[config.mk]
export PLATFORM = sky130hd
export DESIGN_NAME = collision_engine
export DESIGN_NICKNAME = d
export VERILOG_FILES = /design/src/rtl/tetris_pkg.sv /design/src/rtl/piece_transform.sv /design/src/rtl/collision_engine.sv
export SDC_FILE = /design/constraint.sdc
export NUM_CORES = 1
export LEC_CHECK = 0
export ABC_AREA = 1
export CORE_ASPECT_RATIO = 1.75
export CORE_MARGIN = 2
export CORE_UTILIZATION = 35
export CTS_CLUSTER_DIAMETER = 30
export DETAILED_ROUTE_END_ITERATION = 10
export PLACE_DENSITY = 0.66
export SLEW_MARGIN = 20
export SYNTH_ARGS = -nofsm -noshare
export SYNTH_HDL_FRONTEND = slang
export SYNTH_SLANG_ARGS = --single-unit
[constraint.sdc]
create_clock -name clk -period 6.3 [get_ports clk]
set_clock_uncertainty 0.05 [all_clocks]
set_input_delay 0.945 -clock clk [delete_from_list [all_inputs] [get_ports clk]]
set_output_delay 0.945 -clock clk [all_outputs]
set_load 0.01 [all_outputs]
[src/rtl/tetris_pkg.sv]
// Shared types for the playfield move resolver: move opcodes, rotation kick table,
// wide signed coordinate type and the per-cell collision rule.
package tetris_pkg;

    typedef enum logic [2:0] {
        OP_CHECK   = 3'd0,
        OP_LEFT    = 3'd1,
        OP_RIGHT   = 3'd2,
        OP_DOWN    = 3'd3,
        OP_ROT_CW  = 3'd4,
        OP_ROT_CCW = 3'd5
    } op_e;

    // Coordinates are widened to 32 bits for all arithmetic so no intermediate wraps.
    typedef logic signed [31:0] wcoord_t;

    typedef struct packed {
        logic signed [3:0] kx;
        logic signed [3:0] ky;
    } kick_t;

    localparam int NUM_KICKS = 5;

    localparam kick_t KICK_TABLE [NUM_KICKS] = '{
        '{kx:  4'sd0, ky:  4'sd0},
        '{kx:  4'sd1, ky:  4'sd0},
        '{kx: -4'sd1, ky:  4'sd0},
        '{kx:  4'sd0, ky: -4'sd1},
        '{kx:  4'sd2, ky:  4'sd0}
    };

    function automatic kick_t kick_of(input logic [2:0] k);
        kick_t r;
        r = '0;
        if (int'(k) < NUM_KICKS) r = KICK_TABLE[k];
        return r;
    endfunction

    // occ is only meaningful when (x,y) lies on the board; the caller masks it otherwise.
    function automatic logic collides(input wcoord_t x, input wcoord_t y,
                                      input int w, input int h,
                                      input logic allow_above, input logic occ);
        return (x < 0) || (x >= w) || (y >= h) ||
               ((y < 0) && !allow_above) || ((y >= 0) && occ);
    endfunction

endpackage

[src/rtl/piece_transform.sv]
// Combinational candidate builder: applies a move op (and, for rotations, a kick)
// to every cell of the piece and to its pivot.
module piece_transform
    import tetris_pkg::*;
#(
    parameter int CELLS = 4,
    parameter int CW    = 6,
    parameter int RW    = 7
) (
    input  logic [2:0]                    op,
    input  kick_t                         kick,
    input  logic signed [CELLS-1:0][CW-1:0] cell_x,
    input  logic signed [CELLS-1:0][RW-1:0] cell_y,
    input  logic signed [CW-1:0]          pivot_x,
    input  logic signed [RW-1:0]          pivot_y,
    output logic signed [CELLS-1:0][CW-1:0] cand_x,
    output logic signed [CELLS-1:0][RW-1:0] cand_y,
    output logic signed [CW-1:0]          cand_px,
    output logic signed [RW-1:0]          cand_py
);

    wcoord_t x, y, px, py, kx, ky, nx, ny, npx, npy;

    // Per-cell translate/rotate in wide signed arithmetic, truncated back to port width.
    always_comb begin
        px     = wcoord_t'(signed'(pivot_x));
        py     = wcoord_t'(signed'(pivot_y));
        kx     = wcoord_t'(signed'(kick.kx));
        ky     = wcoord_t'(signed'(kick.ky));
        x      = '0;
        y      = '0;
        nx     = '0;
        ny     = '0;
        npx    = px;
        npy    = py;
        cand_x = '0;
        cand_y = '0;
        case (op)
            OP_LEFT:               npx = px - 1;
            OP_RIGHT:              npx = px + 1;
            OP_DOWN:               npy = py + 1;
            OP_ROT_CW, OP_ROT_CCW: begin
                npx = px + kx;
                npy = py + ky;
            end
            default: ;
        endcase
        for (int i = 0; i < CELLS; i++) begin
            x = wcoord_t'(signed'(cell_x[i]));
            y = wcoord_t'(signed'(cell_y[i]));
            case (op)
                OP_LEFT:    begin nx = x - 1; ny = y;     end
                OP_RIGHT:   begin nx = x + 1; ny = y;     end
                OP_DOWN:    begin nx = x;     ny = y + 1; end
                OP_ROT_CW:  begin
                    nx = px - (y - py) + kx;
                    ny = py + (x - px) + ky;
                end
                OP_ROT_CCW: begin
                    nx = px + (y - py) + kx;
                    ny = py - (x - px) + ky;
                end
                default:    begin nx = x;     ny = y;     end
            endcase
            cand_x[i] = nx[CW-1:0];
            cand_y[i] = ny[RW-1:0];
        end
        cand_px = npx[CW-1:0];
        cand_py = npy[RW-1:0];
    end

endmodule

[src/rtl/collision_engine.sv]
// Move/collision resolver: latches a request, builds candidate positions and probes
// one cell per cycle against the board, retrying rotations through the kick table.
//
//   state   | meaning
//   --------+-----------------------------------------------------------
//   S_IDLE  | ready for a request
//   S_BUILD | register candidate for current op/kick
//   S_PROBE | test candidate cell idx; abort on first collision
//   S_RESP  | response loaded; resp_valid rises one cycle in, held to handshake
module collision_engine
    import tetris_pkg::*;
#(
    parameter int WIDTH       = 10,
    parameter int HEIGHT      = 20,
    parameter int CW          = $clog2(WIDTH) + 2,
    parameter int RW          = $clog2(HEIGHT) + 2,
    parameter int CELLS       = 4,
    parameter int KICKS       = 5,
    parameter int ALLOW_ABOVE = 1
) (
    input  logic                            clk,
    input  logic                            reset,
    input  logic [HEIGHT-1:0][WIDTH-1:0]    matrix_in,
    input  logic                            req_valid,
    output logic                            req_ready,
    input  logic [2:0]                      req_op,
    input  logic signed [CELLS-1:0][CW-1:0] cell_x_in,
    input  logic signed [CELLS-1:0][RW-1:0] cell_y_in,
    input  logic signed [CW-1:0]            pivot_x_in,
    input  logic signed [RW-1:0]            pivot_y_in,
    output logic                            resp_valid,
    input  logic                            resp_ready,
    output logic                            resp_ok,
    output logic                            resp_err,
    output logic [2:0]                      resp_kick,
    output logic signed [CELLS-1:0][CW-1:0] cell_x_out,
    output logic signed [CELLS-1:0][RW-1:0] cell_y_out,
    output logic signed [CW-1:0]            pivot_x_out,
    output logic signed [RW-1:0]            pivot_y_out,
    output logic                            busy
);

    localparam int IW = (CELLS > 1) ? $clog2(CELLS) : 1;
    localparam int XI = $clog2(WIDTH);
    localparam int YI = $clog2(HEIGHT);

    typedef enum logic [1:0] {S_IDLE, S_BUILD, S_PROBE, S_RESP} state_e;

    state_e state, state_nx;

    logic [2:0]                      op_q;
    logic signed [CELLS-1:0][CW-1:0] cx_q, cand_x, t_x;
    logic signed [CELLS-1:0][RW-1:0] cy_q, cand_y, t_y;
    logic signed [CW-1:0]            px_q, cand_px, t_px;
    logic signed [RW-1:0]            py_q, cand_py, t_py;
    logic [IW-1:0]                   idx;
    logic [2:0]                      kick_k;
    kick_t                           cur_kick;
    wcoord_t                         probe_x, probe_y;
    logic probe_occ, probe_hit, last_cell, retry, reserved_req;

    assign cur_kick     = kick_of(kick_k);
    assign reserved_req = (req_op > 3'd5);
    assign last_cell    = (idx == IW'(CELLS - 1));
    assign retry        = ((op_q == OP_ROT_CW) || (op_q == OP_ROT_CCW)) &&
                          (kick_k < 3'(KICKS - 1));
    assign probe_x      = wcoord_t'(signed'(cand_x[idx]));
    assign probe_y      = wcoord_t'(signed'(cand_y[idx]));
    assign probe_hit    = collides(probe_x, probe_y, WIDTH, HEIGHT, ALLOW_ABOVE != 0, probe_occ);

    piece_transform #(.CELLS(CELLS), .CW(CW), .RW(RW)) u_xform (
        .op      (op_q),
        .kick    (cur_kick),
        .cell_x  (cx_q),
        .cell_y  (cy_q),
        .pivot_x (px_q),
        .pivot_y (py_q),
        .cand_x  (t_x),
        .cand_y  (t_y),
        .cand_px (t_px),
        .cand_py (t_py)
    );

    // Board lookup for the probed cell; off-board positions never index the matrix.
    always_comb begin
        probe_occ = 1'b0;
        if ((probe_x >= 0) && (probe_x < WIDTH) && (probe_y >= 0) && (probe_y < HEIGHT))
            probe_occ = matrix_in[probe_y[YI-1:0]][probe_x[XI-1:0]];
    end

    // State register.
    always_ff @(posedge clk or negedge reset) begin
        if (!reset) state <= S_IDLE;
        else        state <= state_nx;
    end

    // Next-state and handshake outputs.
    always_comb begin
        state_nx  = state;
        req_ready = 1'b0;
        case (state)
            S_IDLE: begin
                req_ready = 1'b1;
                if (req_valid) state_nx = reserved_req ? S_RESP : S_BUILD;
            end
            S_BUILD: state_nx = S_PROBE;
            S_PROBE: begin
                if (probe_hit)      state_nx = retry ? S_BUILD : S_RESP;
                else if (last_cell) state_nx = S_RESP;
            end
            S_RESP: if (resp_valid && resp_ready) state_nx = S_IDLE;
            default: state_nx = S_IDLE;
        endcase
        busy = ~req_ready;
    end

    // Request latch, candidate register, probe/kick counters and response registers.
    always_ff @(posedge clk or negedge reset) begin
        if (!reset) begin
            op_q        <= '0;
            cx_q        <= '0;
            cy_q        <= '0;
            px_q        <= '0;
            py_q        <= '0;
            cand_x      <= '0;
            cand_y      <= '0;
            cand_px     <= '0;
            cand_py     <= '0;
            idx         <= '0;
            kick_k      <= '0;
            resp_valid  <= 1'b0;
            resp_ok     <= 1'b0;
            resp_err    <= 1'b0;
            resp_kick   <= '0;
            cell_x_out  <= '0;
            cell_y_out  <= '0;
            pivot_x_out <= '0;
            pivot_y_out <= '0;
        end else begin
            case (state)
                S_IDLE: if (req_valid) begin
                    op_q   <= req_op;
                    cx_q   <= cell_x_in;
                    cy_q   <= cell_y_in;
                    px_q   <= pivot_x_in;
                    py_q   <= pivot_y_in;
                    idx    <= '0;
                    kick_k <= '0;
                    if (reserved_req) begin
                        resp_ok     <= 1'b0;
                        resp_err    <= 1'b1;
                        resp_kick   <= '0;
                        cell_x_out  <= cell_x_in;
                        cell_y_out  <= cell_y_in;
                        pivot_x_out <= pivot_x_in;
                        pivot_y_out <= pivot_y_in;
                    end
                end
                S_BUILD: begin
                    cand_x  <= t_x;
                    cand_y  <= t_y;
                    cand_px <= t_px;
                    cand_py <= t_py;
                    idx     <= '0;
                end
                S_PROBE: begin
                    if (probe_hit) begin
                        if (retry) begin
                            kick_k <= kick_k + 3'd1;
                        end else begin
                            resp_ok     <= 1'b0;
                            resp_err    <= 1'b0;
                            resp_kick   <= '0;
                            cell_x_out  <= cx_q;
                            cell_y_out  <= cy_q;
                            pivot_x_out <= px_q;
                            pivot_y_out <= py_q;
                        end
                    end else if (last_cell) begin
                        resp_ok     <= 1'b1;
                        resp_err    <= 1'b0;
                        resp_kick   <= kick_k;
                        cell_x_out  <= cand_x;
                        cell_y_out  <= cand_y;
                        pivot_x_out <= cand_px;
                        pivot_y_out <= cand_py;
                    end else begin
                        idx <= idx + IW'(1);
                    end
                end
                S_RESP: resp_valid <= !(resp_valid && resp_ready);
                default: ;
            endcase
        end
    end

endmodule

==> qor.txt, run 1 <==
Crit path capture: cand_y[27]
CP most frequent cell: nand2_1
Tapcell Cnt: 793
Crit-path slowest cell: nor2_1
Die width: 192 µm
Fp util: 35.4%
Root buffer cell: clkbuf_16
CTS resizes: 0
Post-synth regs: 211
P&R area growth vs syn: 24.8%
Yosys warning count: 0
Post-Syn Nets: 3,673
FF-to-FF path depth: 22
Synth async-reset ratio: 100%
R2r setup slk: 0.95 ns
GP Congestion: 0.989
Vias in the first global route: 22,700
CP startpoint kind: register
Commonest Layout Cell: nand2_1
DP Area: 25,800 µm²
Slew Limit Fails: 0
Register area: 5280 µm²
# DRC: 0
Family with the most delay on the worst path: simple AND/OR/NAND/NOR gates
Dominant class by area: logic gates
Count of non-CTS inverters in the layout: 403
Top cell area share: 24.4%
Top Layout Cells: nand2_1 (866), nand3_1 (398), inv_1 (393), clkdlybuf4s50_1 (343), dfrtp_1 (211)
IO buf count: 344
Worst reg2reg endpoint: cand_y[27]
Status: completed
Die H: 333 µm
Max-cap violations: 0
Ratio of cells with drive above 1 in the final layout: 4.40%
Clk pin slew, worst setup/hold paths: 0.06 ns
DRT antenna net count: 0
Synth Area per Inst: 6.94 µm²
N_diodes: 2
Chip Area, Yosys: 21,700 µm²
Global-route wire length before repair: 135 mm
## run 1: stage by stage
step / hold WS, ns / utilization, % / cells
global route: 0.431 / 44.1 / 4222
CTS: 0.397 / 44.1 / 4221
finish: 0.362 / 44.1 / 4223
detailed placement: 0.409 / 42.2 / 4157
global placement: 0.404 / 42.2 / 4157
floorplan: 0.400 / - / 3122
## run 1: layer usage
layer | vias up | share of wire, %
met2 | 977 | 50
met4 | 0 | 8.9
met3 | 306 | 6.9
li1 | 10700 | -
met5 | - | 0
met1 | 10700 | 34
Fig. 1: run 1, metal 3
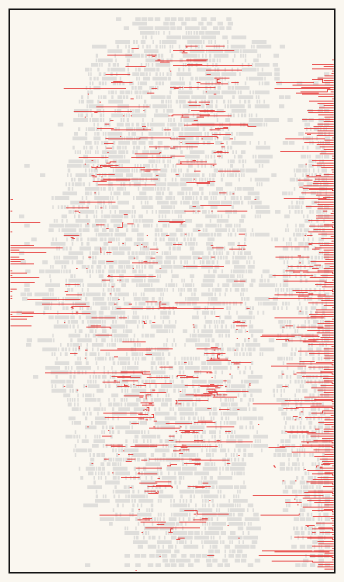
- main direction: horizontal
- nets with wire on the layer: 466
- wire length on this layer: 6,350 µm
- longest straight run: 63.3 µm
met3 GRT Util: 4.24%
WL final: 91.8 mm
vias: 22,700

Fig. 2: run 1, routing congestion
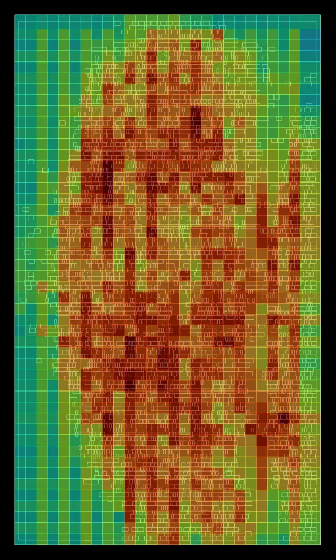
GRT Total Usage: 28.1%
grt peak-use layer: met2
met2 Usage GRT: 50.4%
wire per inst: 21.7 µm
M1 GR Usage: 28.7%

Fig. 3: run 1, the metal 2 layer
Bar = 50 µm.
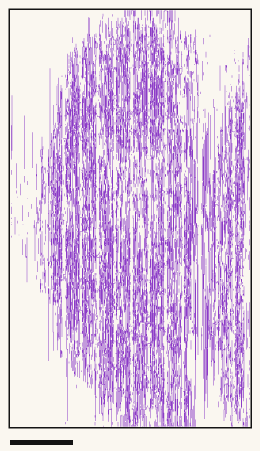
- main direction: vertical
- longest straight run: 93.8 µm
- nets with wire on the layer: 3,069

Fig. 4: run 1, M4 wires
Bar = 50 µm. Supply wires on this layer in gray.
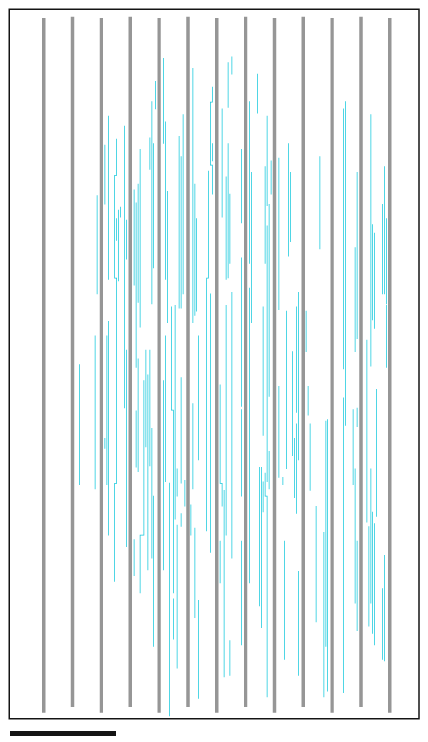
- main direction: vertical
- nets with wire on the layer: 112
- longest straight run: 152 µm
- share of all routed wire: 8.9%

==> inputs of run 2 (changes only) <==
--- a/config.mk
+++ b/config.mk
@@ -11,7 +11,7 @@
 export CORE_UTILIZATION = 35
 export CTS_CLUSTER_DIAMETER = 30
 export DETAILED_ROUTE_END_ITERATION = 10
-export PLACE_DENSITY = 0.66
+export PLACE_DENSITY = 0.68
 export SLEW_MARGIN = 20
 export SYNTH_ARGS = -nofsm -noshare
 export SYNTH_HDL_FRONTEND = slang
==> constraint.sdc (replaced) <==
create_clock -name clk -period 4.9 [get_ports clk]
set_clock_uncertainty 0.05 [all_clocks]
set_input_delay 0.735 -clock clk [delete_from_list [all_inputs] [get_ports clk]]
set_output_delay 0.735 -clock clk [all_outputs]
set_load 0.01 [all_outputs]
Fig. 5: run 2, routing congestion
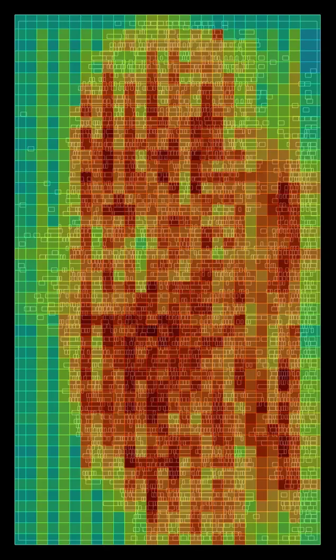
GRT Total Usage: 28.8%
met3 GRT Util: 4.67%

Fig. 6: run 2, metal 3
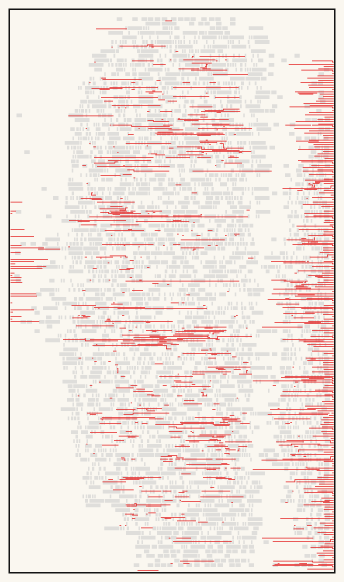
vias: 22,700
WL final: 93.9 mm

==> qor.txt, run 2 <==
P&R area growth vs syn: 26.0%
Chip Area, Yosys: 21,700 µm² (unchanged)
Family with the most delay on the worst path: simple AND/OR/NAND/NOR gates
Clk pin slew, worst setup/hold paths: 0.06 ns (about the same)
FF-to-FF path depth: 20 (-9.1%)
Top Layout Cells: nand2_1 (866), nand3_1 (399), inv_1 (393), clkdlybuf4s50_1 (343), dfrtp_1 (211)
Placed cell count: 4,180 (+0.55%)
DRT antenna net count: 0 (unchanged)
CP startpoint kind: register
Crit-path slowest cell: dfrtp_1
Worst reg2reg endpoint: cell_x_out[14]
R2r setup slk: 0.44 ns (-0.51 ns)
Met2 Usage GRT: 50.9% (+0.58 points)
Grt peak-use layer: met2
# DRC: 0 (unchanged)
Status: completed
Global-route wire length before repair: 137 mm (+1.5%)
Yosys warning count: 0 (unchanged)
Die width: 192 µm (unchanged)
Met2 routed WL: 46.6 mm (+1.9%)
Post-synth regs: 211 (unchanged)
M1 GR Usage: 29.5% (+0.80 points)
Max-cap violations: 0 (unchanged)
Highest routed layer: met4
GP Congestion: 1.03 (+3.8%)
Root buffer cell: clkbuf_16
Post-Syn Nets: 3,673 (unchanged)
Post-route insts no fill: 4,242 (+0.45%)
-- run 2: worst register-to-register path, cell delays in order (launching register included) --
cell,delay [ns]
dfrtp_1,0.61
inv_2,0.19
nand2_1,0.11
nand3_2,0.12
nand2_2,0.24
buf_4,0.47
nand2_1,0.13
nand3_1,0.10
nand2_1,0.10
a21oi_1,0.14
nand3_1,0.09
nand3_1,0.08
nand3_1,0.08
a21oi_1,0.19
nand2_2,0.14
nand4_1,0.13
nand2_1,0.11
nor2_4,0.51
buf_4,0.55
nand2_1,0.18
nand2_1,0.08
-- run 2: area by class of cell --
cell class	count	area, µm²
antenna	1	2.50
inverter	403	1510
fill	6326	34000
tap	793	992
clock buffer	36	868
timing repair buffer	417	4110
sequential	211	5280
clock inverter	25	344
multi-input combinational	2356	14200
